$ cat config.mk
export PLATFORM = sky130hd
export DESIGN_NAME = mac_job_sequencer
export DESIGN_NICKNAME = d
export VERILOG_FILES = /design/src/rtl/mac_job_sequencer.sv
export SDC_FILE = /design/constraint.sdc
export NUM_CORES = 1
export LEC_CHECK = 0
export ABC_AREA = 1
export CAP_MARGIN = 10
export CORE_UTILIZATION = 49
export CTS_CLUSTER_SIZE = 25
export DETAILED_ROUTE_END_ITERATION = 16
export PLACE_DENSITY = 0.82
export SLEW_MARGIN = 20
export SYNTH_ARGS = -nofsm -noshare
export SYNTH_HDL_FRONTEND = slang
export SYNTH_SLANG_ARGS = --single-unit
$ cat constraint.sdc
create_clock -name clk -period 5.35 [get_ports clk]
set_clock_uncertainty 0.2 [all_clocks]
set_input_delay 1.3375 -clock clk [delete_from_list [all_inputs] [get_ports clk]]
set_output_delay 1.3375 -clock clk [all_outputs]
set_load 0.02 [all_outputs]
$ cat src/rtl/mac_job_sequencer.sv
// Job-level sequencer for the shared FP8/FP4 SIMD MAC: accepts a dot-product job,
// clears the accumulator, streams operand pairs, drains the pipeline and holds the result.
module mac_job_sequencer #(
  parameter int unsigned CNT_W   = 8,
  parameter int unsigned LAT     = 3,
  parameter int unsigned CLR_CYC = 2
) (
  input  logic             clk,
  input  logic             rst,
  input  logic             job_valid_i,
  output logic             job_ready_o,
  input  logic             job_mode_i,
  input  logic [CNT_W-1:0] job_len_i,
  input  logic             op_valid_i,
  output logic             op_ready_o,
  input  logic [7:0]       op_a_i,
  input  logic [7:0]       op_b_i,
  output logic [7:0]       mac_a_o,
  output logic [7:0]       mac_b_o,
  output logic             mac_sel_o,
  output logic             mac_clr_n_o,
  input  logic [7:0]       mac_out_i,
  output logic             res_valid_o,
  input  logic             res_ready_i,
  output logic [7:0]       res_data_o,
  output logic             res_mode_o,
  output logic             busy_o
);

  localparam int unsigned DATA_W = 8;
  localparam int unsigned PH_MAX = ((LAT + 1) > CLR_CYC) ? (LAT + 1) : CLR_CYC;
  localparam int unsigned PH_W   = $clog2(PH_MAX + 1);

  typedef enum logic [2:0] {
    S_IDLE,
    S_CLEAR,
    S_STREAM,
    S_DRAIN,
    S_RESULT
  } state_e;

  state_e              state_q;
  logic [CNT_W-1:0]    cnt_q;
  logic [PH_W-1:0]     ph_q;
  logic                job_ready_q;
  logic                op_ready_q;
  logic                busy_q;
  logic                mac_clr_n_q;
  logic                mac_sel_q;
  logic                res_valid_q;
  logic                res_mode_q;
  logic [DATA_W-1:0]   mac_a_q;
  logic [DATA_W-1:0]   mac_b_q;
  logic [DATA_W-1:0]   res_data_q;

  // Single-process FSM; every output is a flop updated alongside the state.
  always_ff @(posedge clk or negedge rst) begin
    if (!rst) begin
      state_q     <= S_IDLE;
      cnt_q       <= '0;
      ph_q        <= '0;
      job_ready_q <= 1'b1;
      op_ready_q  <= 1'b0;
      busy_q      <= 1'b0;
      mac_clr_n_q <= 1'b0;
      mac_sel_q   <= 1'b0;
      res_valid_q <= 1'b0;
      res_mode_q  <= 1'b0;
      mac_a_q     <= '0;
      mac_b_q     <= '0;
      res_data_q  <= '0;
    end else begin
      // Operands default to zero so idle cycles add a zero product.
      mac_a_q <= '0;
      mac_b_q <= '0;
      unique case (state_q)
        S_IDLE: begin
          if (job_valid_i && job_ready_q) begin
            state_q     <= S_CLEAR;
            mac_sel_q   <= job_mode_i;
            cnt_q       <= job_len_i;
            ph_q        <= '0;
            job_ready_q <= 1'b0;
            busy_q      <= 1'b1;
          end
        end
        S_CLEAR: begin
          if (ph_q == PH_W'(CLR_CYC - 1)) begin
            ph_q        <= '0;
            mac_clr_n_q <= 1'b1;
            if (cnt_q == '0) begin
              state_q     <= S_RESULT;
              res_valid_q <= 1'b1;
              res_data_q  <= '0;
              res_mode_q  <= mac_sel_q;
            end else begin
              state_q    <= S_STREAM;
              op_ready_q <= 1'b1;
            end
          end else begin
            ph_q <= ph_q + PH_W'(1);
          end
        end
        S_STREAM: begin
          if (op_valid_i && op_ready_q) begin
            mac_a_q <= op_a_i;
            mac_b_q <= op_b_i;
            cnt_q   <= cnt_q - CNT_W'(1);
            if (cnt_q == CNT_W'(1)) begin
              state_q    <= S_DRAIN;
              op_ready_q <= 1'b0;
            end
          end
        end
        S_DRAIN: begin
          // Last drain cycle: the final product has reached mac_out.
          if (ph_q == PH_W'(LAT)) begin
            ph_q        <= '0;
            state_q     <= S_RESULT;
            res_valid_q <= 1'b1;
            res_data_q  <= mac_out_i;
            res_mode_q  <= mac_sel_q;
          end else begin
            ph_q <= ph_q + PH_W'(1);
          end
        end
        S_RESULT: begin
          if (res_ready_i) begin
            state_q     <= S_IDLE;
            res_valid_q <= 1'b0;
            job_ready_q <= 1'b1;
            busy_q      <= 1'b0;
            mac_clr_n_q <= 1'b0;
          end
        end
        default: begin
          state_q <= S_IDLE;
        end
      endcase
    end
  end

  assign job_ready_o = job_ready_q;
  assign op_ready_o  = op_ready_q;
  assign busy_o      = busy_q;
  assign mac_clr_n_o = mac_clr_n_q;
  assign mac_sel_o   = mac_sel_q;
  assign mac_a_o     = mac_a_q;
  assign mac_b_o     = mac_b_q;
  assign res_valid_o = res_valid_q;
  assign res_data_o  = res_data_q;
  assign res_mode_o  = res_mode_q;

endmodule

==> flow_summary.ini <==
; generated from flow reports
[status]
status = completed

[pwr]
switchingPower_uw = 618
p_clk_share_pct = 17.2
combPwrFrac_pct = 46.7
peakVddDrop_uv = 345
p_leak_nw = 1.43

[sta]
maxSlewHeadroom_pct = 38.8
timing.fmax_ghz = 0.334
finalHoldViolCount = 0
rsz0062_at_grt = no
finalCriticalPeriod_ns = 2.99
tns_ns = 0
worst_slew_pin_slew_ns = 0.912
drv_slew = 0
setup_slack_ns = 2.36

[synth]
ys_async_sr_fraction_pct = 100
yosys_warnings = 0
yosys_most_used_dff = dfrtp_1
ys_seq_share_pct = 53.4
ys_top_logic_family = simple AND/OR/NAND/NOR gates
ys_cells = 258
synth_chip_area_sq_um = 2110
avgSynthCellArea_sq_um = 8.19
netlist_area_sq_um = 2110
synthSimpleGateAreaFrac_pct = 29.2
postSynthCellCount = 258

[floorplan]
core_sq_um = 4060
ios = 69
dieWidth_um = 67.7
fp-utilization_pct = 52.1

[clocking]
clock_path_buffers = 2
clk_pin_slew_ns = 0.09
cts.sinks = 45

[global_route]
overflow = 0
grt_max_degree = 46
antenna_found_initial = 0
grt_pass1_wl_mm = 7.22

[final_layout]
layout_top_cell = nand2_1
flop_area_sq_um = 1130
area_growth_pct = 39.3
mostFrequentLayoutCells = nand2_1, clkdlybuf4s50_1, dfrtp_1
fillCellCount = 326
comb_area_sq_um = 836

[worst_setup_path]
worstSetupPathType = reg -> out
max_stage_delay_ns = 0.61
start_kind = flop
required_ns = 3.81
critPathBufInv = 1
cp_data_arrival_time_ns = 1.45
worstPathMaxFanout = 3

[detailed_routing]
vias = 1822
vias_per_cell = 4.81
drc = 0
drtIter0Drc = 122
dr.pass1.iters = 4

[placement]
io_buffers = 68
gp_congestion = 0.854
[per-stage QoR]
stage          instance area (sq um)  utilization (%)  hold slack (ns)  total power, mW  std cells
6_report                        2940             72.5            0.276             1.48        379
5_1_grt                         2940             72.5            0.317             1.61        379
4_1_cts                         2910             71.8            0.280             1.49        378
3_5_place_dp                    2800             69.1            0.258             1.23        370
3_3_place_gp                    2800             69.1            0.252             1.22        370
2_1_floorplan                   2110                -            0.273             1.01        258
[synthesized netlist by cell type (2+ instances only)]
library cell | n | area (sq um)
inv_1 | 24 | 90.1
nand4_1 | 2 | 12.5
nand2_2 | 6 | 37.5
nor2_1 | 36 | 135
o21ai_0 | 10 | 50.1
buf_2 | 2 | 10.0
buf_6 | 3 | 33.8
a31oi_1 | 2 | 12.5
inv_2 | 2 | 7.51
nand3_1 | 11 | 55.1
dfrtp_1 | 44 | 1100
ha_1 | 6 | 75.1
o211ai_1 | 3 | 22.5
a21oi_1 | 4 | 20.0
nand2_1 | 90 | 338
nor2_2 | 2 | 12.5
[routing by layer]
metal | track usage, % | vias to the layer above | routed length (um)
met3 | 5.07 | 7 | 236
li1 | - | 939 | -
met5 | 0 | - | 0
met1 | 25.6 | 829 | 1880
met4 | 9.04 | 0 | 74
met2 | 37.0 | 47 | 2260
[layout make-up]
class	instances	share of cell area, %
clock buffers	6	2.47
multi-input cells	180	28.4
clock inverters	2	1.32
repair buffers	69	23.9
inverters	27	3.45
flip-flops and latches	45	38.3
well taps	50	2.13
[flip-flops by register name (all words and copies together), names as in the netlist]
signal	cells
res_data_o	8
job_ready_o	1
cnt_q	8
busy_o	1
mac_sel_o	1
mac_a_o	8
ph_q	3
res_mode_o	1
mac_b_o	8
state_q	3
res_valid_o	1
mac_clr_n_o	1
op_ready_o	1
[cells by family (layout without fill, tap and decap cells)]
logic type                 after synthesis  after routing
and+or+nand+nor                        150            150
DFF                                     45             45
buffers and inverters                   33            104
AOI/OAI and AO/OA                       23             23
adders and majority gates                6              6
muxes                                    1              1
[power by group through the flow]
| stage | Clock (mW) | Sequential [mW] | Combinational (mW) |
|---|---|---|---|
| after global routing | 0.274 | 0.550 | 0.786 |
| after global placement | 0 | 0.538 | 0.678 |
| after floorplan | 0 | 0.597 | 0.417 |
| after detailed placement | 0 | 0.539 | 0.695 |
| after CTS | 0.259 | 0.535 | 0.696 |
| final | 0.255 | 0.536 | 0.693 |
[path summary, 6_finish.rpt]
kind                          startpoint             to  slack (ns)  cells past startpoint
min in group asynchronous            rst  res_data_o[2]        0.80                      1
max in group asynchronous            rst    job_ready_o        3.58                      2
hold / removal             res_data_o[5]  res_data_o[5]        0.28                      2
setup reg to reg                cnt_q[0]     res_mode_o        3.27                      7
hold reg to reg            res_data_o[5]  res_data_o[5]        0.28                      2
setup / recovery             job_ready_o    job_ready_o        2.36                      1
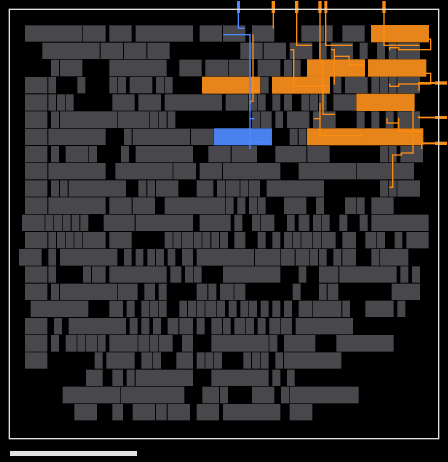
Fig. 1. Wires at chosen ports, followed through buffers.
Scale bar: 20 um.
blue -> `mac_sel_o`  # bits 1, direction output, end cells 1, wire 29.6 um
orange -> `res_data_o`  # bits 8, direction output, end cells 8, wire 151 um

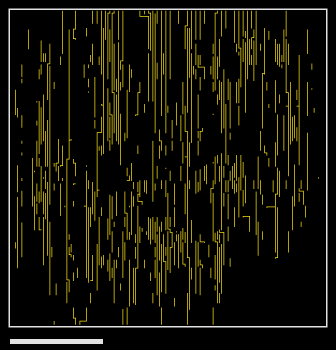
Fig. 2. Met2 routing.
Scale bar: 20 um.
nets with wire on the layer = 296
main direction = vertical
share of all routed wire = 51%
longest straight run = 29.6 um

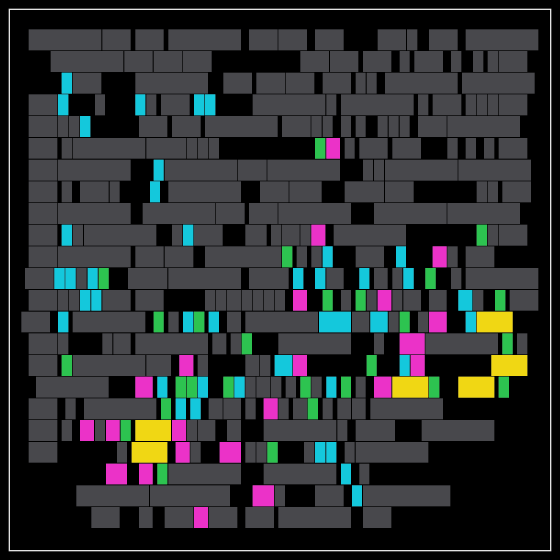
Fig. 3. Logic cells by family.
cyan -> nor cells  # cells 40
magenta -> aoi and oai cells  # cells 22
yellow -> fa/ha/maj cells  # cells 6
green -> inv cells  # cells 27

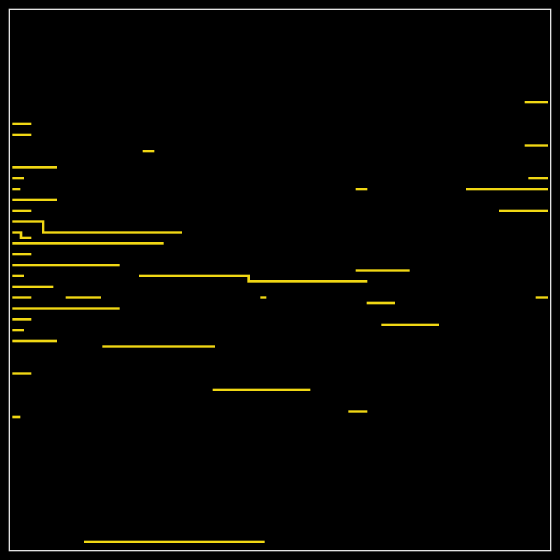
Fig. 4. Met3 routing.
main direction = horizontal
nets with wire on the layer = 35
share of all routed wire = 5.3%
longest straight run = 22.3 um

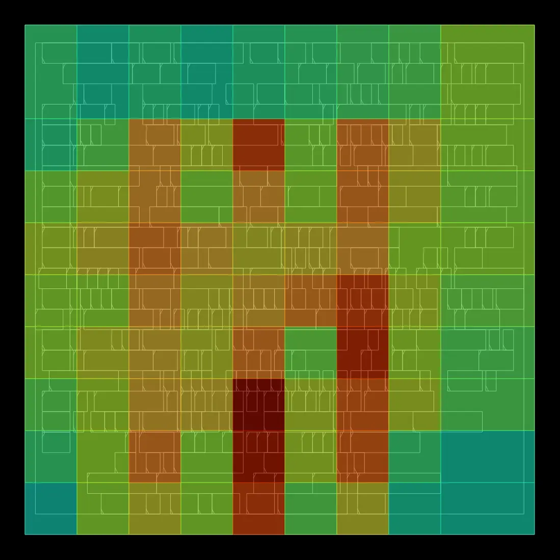
Fig. 5. Routing congestion.
Avg WL per Cell: 11.7 um
GRT Overall Usage: 21.6%

No activity file was given, so power comes from the tool's default toggle rates.
